Fig. 1: run 1, met1 routing
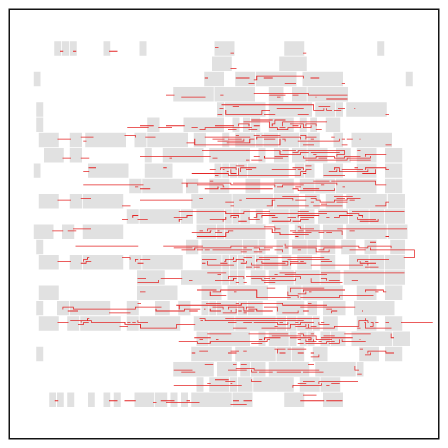
Fig. 2: run 1, met2 routing
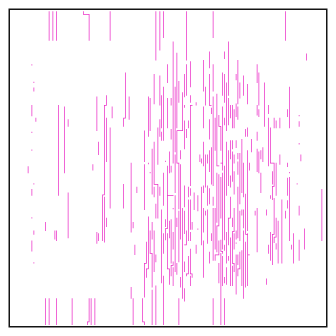
Fig. 3: run 1, the metal 3 layer
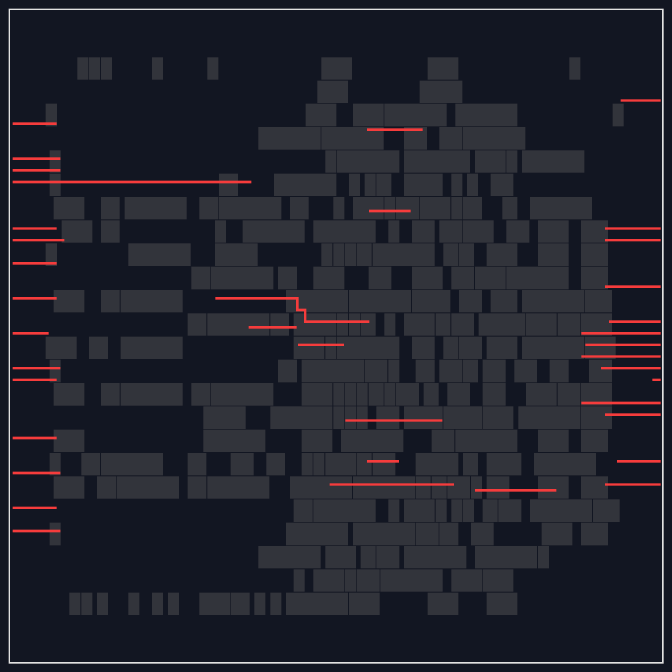
$ cat src/rtl/pio_pkg.sv
// Shared constants for the interrupt-capable PIO input port: register map and edge-capture modes.
package pio_pkg;

    localparam logic [1:0] ADDR_DATA    = 2'd0;
    localparam logic [1:0] ADDR_RSVD    = 2'd1;
    localparam logic [1:0] ADDR_IRQMASK = 2'd2;
    localparam logic [1:0] ADDR_EDGECAP = 2'd3;

    localparam int EDGE_RISE = 0;
    localparam int EDGE_FALL = 1;
    localparam int EDGE_ANY  = 2;

endpackage

$ cat src/rtl/pio_in_capture_if.sv
// Avalon-MM slave bus plus interrupt line of the PIO input port.
interface pio_in_capture_if;

    logic [1:0]  address;
    logic        chipselect;
    logic        read;
    logic        write;
    logic [31:0] writedata;
    logic [31:0] readdata;
    logic        irq;

    modport master (
        output address, chipselect, read, write, writedata,
        input  readdata, irq
    );

    modport slave (
        input  address, chipselect, read, write, writedata,
        output readdata, irq
    );

endinterface

$ cat src/rtl/pio_debounce_bit.sv
// Single-bit debounce filter: dout follows din only after din has differed from it for
// DEBOUNCE_CYCLES consecutive cycles.
module pio_debounce_bit #(
    parameter int DEBOUNCE_CYCLES = 16
) (
    input  logic clk,
    input  logic reset,
    input  logic din,
    output logic dout
);

    localparam int CW = $clog2(DEBOUNCE_CYCLES + 1);
    localparam logic [CW-1:0] LAST = CW'(DEBOUNCE_CYCLES - 1);

    logic [CW-1:0] count;

    // Reaching LAST on a differing cycle means this is the DEBOUNCE_CYCLES-th one, so accept now.
    always_ff @(posedge clk) begin
        if (reset) begin
            count <= '0;
            dout  <= 1'b0;
        end else if (din == dout) begin
            count <= '0;
        end else if (count == LAST) begin
            dout  <= din;
            count <= '0;
        end else begin
            count <= count + 1'b1;
        end
    end

endmodule

$ cat src/rtl/pio_in_capture.sv
// PIO input port with synchroniser, per-bit edge capture, interrupt mask and level irq.
// Define PIO_IN_DEBOUNCE_EN to insert a pio_debounce_bit filter on every input line.
module pio_in_capture
    import pio_pkg::*;
#(
    parameter int WIDTH           = 8,
    parameter int EDGE_MODE       = 0,
    parameter int DEBOUNCE_CYCLES = 16
) (
    input  logic             clk,
    input  logic             reset,
    pio_in_capture_if.slave  bus,
    input  logic [WIDTH-1:0] in_port
);

    logic [WIDTH-1:0] sync1;
    logic [WIDTH-1:0] sync2;
    logic [WIDTH-1:0] level;
    logic [WIDTH-1:0] level_d;
    logic [WIDTH-1:0] rise;
    logic [WIDTH-1:0] fall;
    logic [WIDTH-1:0] edges;
    logic [WIDTH-1:0] edge_cap;
    logic [WIDTH-1:0] irq_mask;
    logic [WIDTH-1:0] wdata;
    logic             wr_en;
    logic             rd_en;

    always_ff @(posedge clk) begin
        if (reset) begin
            sync1 <= '0;
            sync2 <= '0;
        end else begin
            sync1 <= in_port;
            sync2 <= sync1;
        end
    end

`ifdef PIO_IN_DEBOUNCE_EN
    for (genvar i = 0; i < WIDTH; i++) begin : g_debounce
        pio_debounce_bit #(
            .DEBOUNCE_CYCLES (DEBOUNCE_CYCLES)
        ) u_debounce (
            .clk   (clk),
            .reset (reset),
            .din   (sync2[i]),
            .dout  (level[i])
        );
    end
`else
    assign level = sync2;
`endif

    always_ff @(posedge clk) begin
        if (reset) begin
            level_d <= '0;
        end else begin
            level_d <= level;
        end
    end

    assign rise = level & ~level_d;
    assign fall = ~level & level_d;

    always_comb begin
        edges = rise;
        if (EDGE_MODE == EDGE_FALL) begin
            edges = fall;
        end else if (EDGE_MODE == EDGE_ANY) begin
            edges = rise | fall;
        end
    end

    assign wr_en = bus.chipselect & bus.write;
    assign rd_en = bus.chipselect & bus.read;
    assign wdata = bus.writedata[WIDTH-1:0];

    // New edges are OR-ed in after the W1C mask so a simultaneous set beats the clear.
    always_ff @(posedge clk) begin
        if (reset) begin
            edge_cap <= '0;
        end else if (wr_en && (bus.address == ADDR_EDGECAP)) begin
            edge_cap <= (edge_cap & ~wdata) | edges;
        end else begin
            edge_cap <= edge_cap | edges;
        end
    end

    always_ff @(posedge clk) begin
        if (reset) begin
            irq_mask <= '0;
        end else if (wr_en && (bus.address == ADDR_IRQMASK)) begin
            irq_mask <= wdata;
        end
    end

    always_ff @(posedge clk) begin
        if (reset) begin
            bus.readdata <= '0;
        end else if (rd_en) begin
            case (bus.address)
                ADDR_DATA:    bus.readdata <= 32'(level);
                ADDR_RSVD:    bus.readdata <= '0;
                ADDR_IRQMASK: bus.readdata <= 32'(irq_mask);
                ADDR_EDGECAP: bus.readdata <= 32'(edge_cap);
            endcase
        end
    end

    assign bus.irq = |(edge_cap & irq_mask);

endmodule

$ cat src/flat_wrapper.sv
// flat-port wrapper written by rule: the top's interface ports become plain ports
module pio_in_capture_flat import pio_pkg::*;
#(
    parameter int WIDTH           = 8,
    parameter int EDGE_MODE       = 0,
    parameter int DEBOUNCE_CYCLES = 16
)
  (clk, reset, in_port, bus_address, bus_chipselect, bus_read, bus_write, bus_writedata, bus_readdata, bus_irq);
  pio_in_capture_if bus_i ();
  input  logic clk;
  input  logic reset;
  input  logic [WIDTH-1:0] in_port;
  input wire logic [$bits(bus_i.address)-1:0] bus_address;
  input wire logic [$bits(bus_i.chipselect)-1:0] bus_chipselect;
  input wire logic [$bits(bus_i.read)-1:0] bus_read;
  input wire logic [$bits(bus_i.write)-1:0] bus_write;
  input wire logic [$bits(bus_i.writedata)-1:0] bus_writedata;
  output wire logic [$bits(bus_i.readdata)-1:0] bus_readdata;
  output wire logic [$bits(bus_i.irq)-1:0] bus_irq;
  assign bus_i.address = bus_address;
  assign bus_i.chipselect = bus_chipselect;
  assign bus_i.read = bus_read;
  assign bus_i.write = bus_write;
  assign bus_i.writedata = bus_writedata;
  assign bus_readdata = bus_i.readdata;
  assign bus_irq = bus_i.irq;
  pio_in_capture #(.WIDTH(WIDTH), .EDGE_MODE(EDGE_MODE), .DEBOUNCE_CYCLES(DEBOUNCE_CYCLES)) u_core (.clk(clk), .reset(reset), .bus(bus_i), .in_port(in_port));
endmodule
$ cat config.mk
export PLATFORM = sky130hd
export DESIGN_NAME = pio_in_capture_flat
export DESIGN_NICKNAME = d
export VERILOG_FILES = /design/src/rtl/pio_pkg.sv /design/src/rtl/pio_in_capture_if.sv /design/src/rtl/pio_debounce_bit.sv /design/src/rtl/pio_in_capture.sv /design/src/flat_wrapper.sv
export SDC_FILE = /design/constraint.sdc
export NUM_CORES = 1
export LEC_CHECK = 0
export ABC_CLOCK_PERIOD_IN_PS = 1400
export CORE_MARGIN = 4
export CORE_UTILIZATION = 42
export CTS_CLUSTER_DIAMETER = 150
export CTS_CLUSTER_SIZE = 25
export DETAILED_ROUTE_END_ITERATION = 6
export PLACE_DENSITY = 0.89
export SYNTH_ARGS = -nofsm -noshare
export SYNTH_HDL_FRONTEND = slang
export SYNTH_HIERARCHICAL = 1
export SYNTH_SLANG_ARGS = --single-unit
$ cat constraint.sdc
create_clock -name clk -period 1.4 [get_ports clk]
set_input_delay 0.28 -clock clk [delete_from_list [all_inputs] [get_ports clk]]
set_output_delay 0.28 -clock clk [all_outputs]
set_load 0.02 [all_outputs]
==> reports/qor.yml, run 1 <==
grt_use_total_pct: 13.03
rows: 24
slowest_delay_ns: 0.33
avgViaCountPerCell: 4.732
top_layer: "met4"
utilization_pct: 55.64
grt-ovfl-total: 0
clock_cell_area_share_pct: 3.158
crit_required_ns: 1.12
finalMaxSlewViolations: 0
cp.arrival_ns: 1.11
nonClkBufAreaFrac_pct: 20.73
cp-endpoint: "bus_irq"
synth-edff-count: 0
outcome: "finished clean"
synthFlopType: "dfxtp_1"
cts_resized: 13
drt.antenna.violating_nets: 0
cts_sinks: 48
grt_max_degree: 20
ys_area_mm2: 0.001953
synth.distinct_cells: 23
fin_crit_sh_pct: 99.56
yosysTopAreaCellShare_pct: 49.20
## Picture notes: Fig. 1
226 nets have wire on it. The wires run mostly horizontal. The layer carries 1,530 um of wire. The longest straight run is 18.4 um.
total number of vias: 1,429
GRT met1 Usage: 14.21%
DRT Wirelength: 3.831 mm

## Picture notes: Fig. 2
The layer carries 1,980 um of wire. 224 nets have wire on it. The longest straight run is 29.2 um.
met2 GRT Util: 23.63%

## Picture notes: Fig. 3
The wires run mostly horizontal. The layer holds 6.9% of the routed length. The layer carries 266 um of wire. The longest straight run is 27.6 um. 35 nets have wire on it.

==> inputs of run 2 (changes only) <==
--- a/config.mk
+++ b/config.mk
@@ -5,11 +5,9 @@
 export SDC_FILE = /design/constraint.sdc
 export NUM_CORES = 1
 export LEC_CHECK = 0
-export ABC_CLOCK_PERIOD_IN_PS = 1400
 export CORE_MARGIN = 4
 export CORE_UTILIZATION = 42
 export CTS_CLUSTER_DIAMETER = 150
-export CTS_CLUSTER_SIZE = 25
 export DETAILED_ROUTE_END_ITERATION = 6
 export PLACE_DENSITY = 0.89
 export SYNTH_ARGS = -nofsm -noshare
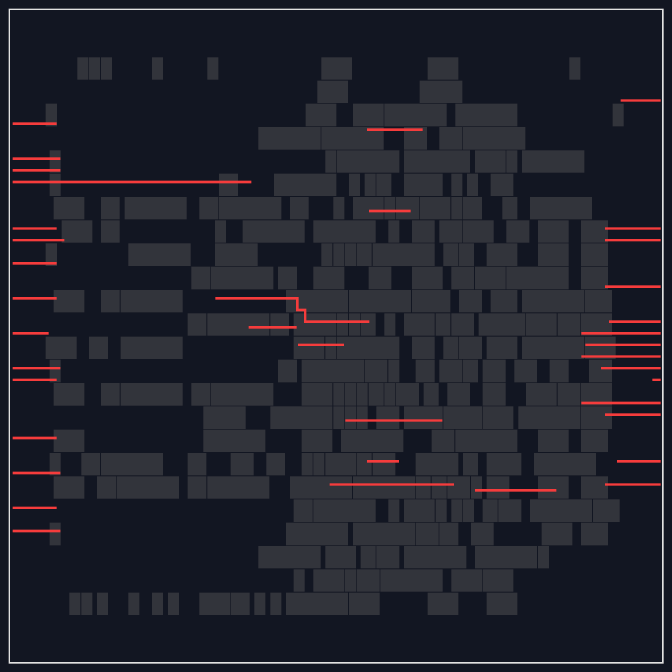
Fig. 4. The metal 3 layer (run 2).
The wires run mostly horizontal. The longest straight run is 27.6 um. The layer carries 266 um of wire. The layer holds 6.9% of the routed length. 35 nets have wire on it.
met3 GRT Util: 3.073%

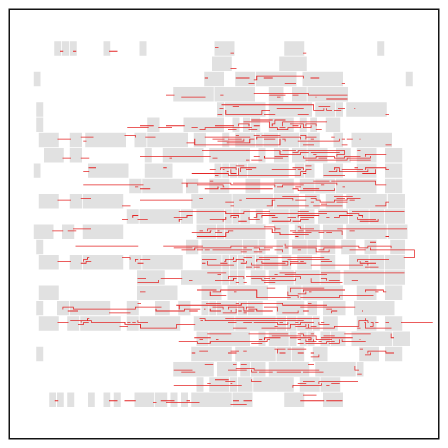
Fig. 5. Met1 routing (run 2).
The layer carries 1,530 um of wire. The wires run mostly horizontal.

==> reports/qor.yml, run 2 <==
cts_tree: "done"
synth-edff-count: 0
max_freq_mhz: 717.5
rows: 24
wl_met3_um: 265
antenna_found_initial: 0
utilization_pct: 55.64
gr-usage-met2_pct: 23.63
yosysMostFrequentCell: "dfxtp_1"
yosys_cells: 199
slowest_delay_ns: 0.33
grt_pass1_vias: 1406
grt_use_total_pct: 13.03
cp.arrival_ns: 1.11
compound_area_share_pct: 14.86
grt_max_degree: 20
yosysTopAreaCellShare_pct: 49.20
outcome: "finished clean"
finalMaxSlewViolations: 0
synth.distinct_cells: 23
seq_cells: 48
dr.pass1.iters: 4
synthFlopType: "dfxtp_1"
wl_mm: 3.831
tns_ns: 0
cp_num_cells: 3
seq_share_pct: 39.17
drt.antenna.violating_nets: 0
drc: 0
grtUsageMet1_pct: 14.21
fin_crit_sh_pct: 99.56
grt-ovfl-total: 0
cts_sinks: 48
taps: 52
avgViaCountPerCell: 4.732
cp-endpoint: "bus_irq"
p_total_mw: 2.557
cp_slowest_cell: "dfxtp_2"
vias: 1429
clock_cell_area_share_pct: 3.158
pwr-share-comb_pct: 13.7
top_layer: "met4"
nonClkBufAreaFrac_pct: 20.73
ys_area_mm2: 0.001953
r2r_end: "u_core/bus.readdata[4]$_SDFFE_PP0P_"
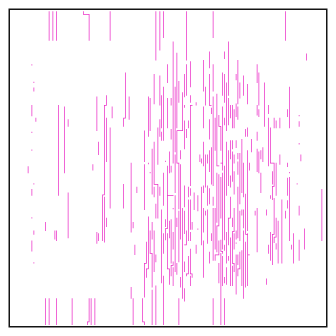
Fig. 6. Met2 routing (run 2).

Fig. 7: run 2, ports around the boundary
Pins as bars across the die edge, other pins in gray.
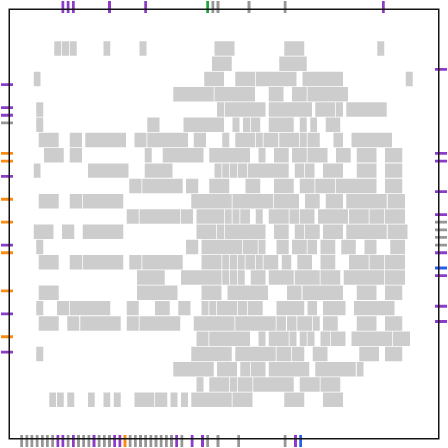

==> inputs of run 3 (changes only) <==
--- a/config.mk
+++ b/config.mk
@@ -5,10 +5,13 @@
 export SDC_FILE = /design/constraint.sdc
 export NUM_CORES = 1
 export LEC_CHECK = 0
+export CELL_PAD_IN_SITES_DETAIL_PLACEMENT = 1
+export CELL_PAD_IN_SITES_GLOBAL_PLACEMENT = 1
 export CORE_MARGIN = 4
-export CORE_UTILIZATION = 42
+export CORE_UTILIZATION = 31
 export CTS_CLUSTER_DIAMETER = 150
 export DETAILED_ROUTE_END_ITERATION = 6
+export GPL_TIMING_DRIVEN = 1
 export PLACE_DENSITY = 0.89
 export SYNTH_ARGS = -nofsm -noshare
 export SYNTH_HDL_FRONTEND = slang
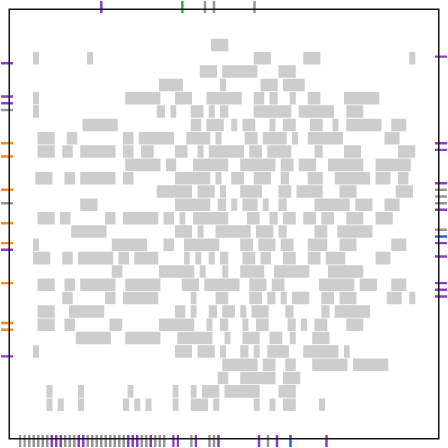
Fig. 8. Ports around the boundary (run 3).
Pins as bars across the die edge, other pins in gray.
reset: shown in green, pins 1, direction input, edge top. bus_readdata: shown in purple, pins 32, direction output, edge 16 bottom, 10 right, 5 left, 1 top. bus_address: shown in blue, pins 2, direction input, edge 1 right, 1 bottom. in_port: shown in orange, pins 8, direction input, edge left.
All pins by edge: 45 bottom, 15 right, 15 left, 5 top.

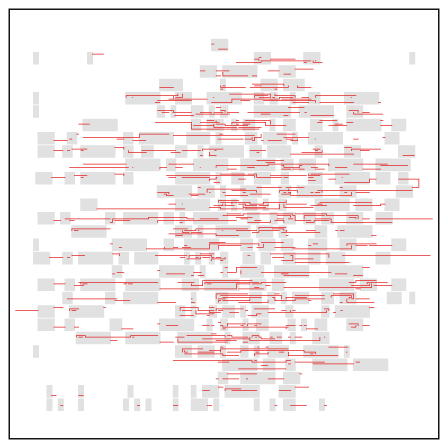
Fig. 9. Met1 routing (run 3).
The wires run mostly horizontal. The layer carries 1,860 um of wire. The longest straight run is 19.3 um.

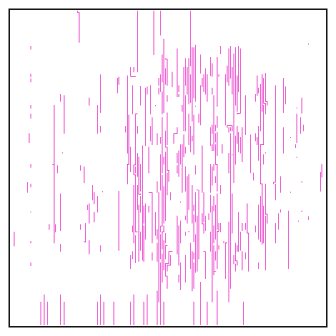
Fig. 10. Met2 routing (run 3).
The longest straight run is 42.8 um. The wires run mostly vertical.
DRT Wirelength: 4.518 mm
total number of vias: 1,478
met2 GRT Util: 21.44%

==> reports/qor.yml, run 3 <==
outcome: "finished with violations"
violations: "negative setup slack"
fin_ws_ns: -0.01724
drc: 0
top_layer: "met4"
finalSetupViolCount: 1
cts_resized: 14
seq_share_pct: 37.96
use_met3_pct: 3.690
drt.antenna.violating_nets: 0
grt_pass1_vias: 1524
cts_sinks: 48
grt_max_degree: 17
nonClkBufAreaFrac_pct: 21.52
r2r_end: "u_core/bus.readdata[5]$_SDFFE_PP0P_"
tns_ns: -0.01724
fin_crit_sh_pct: 101.2
antenna_found_initial: 0
seq_cells: 48
grt-ovfl-total: 0
yosys_cells: 199
synthFlopType: "dfxtp_1"
yosysTopAreaCellShare_pct: 49.20
ys_area_mm2: 0.001953
avgViaCountPerCell: 4.520
pwr-share-comb_pct: 13.7
cp_num_cells: 3
Power is estimated from default activity; no workload was simulated.
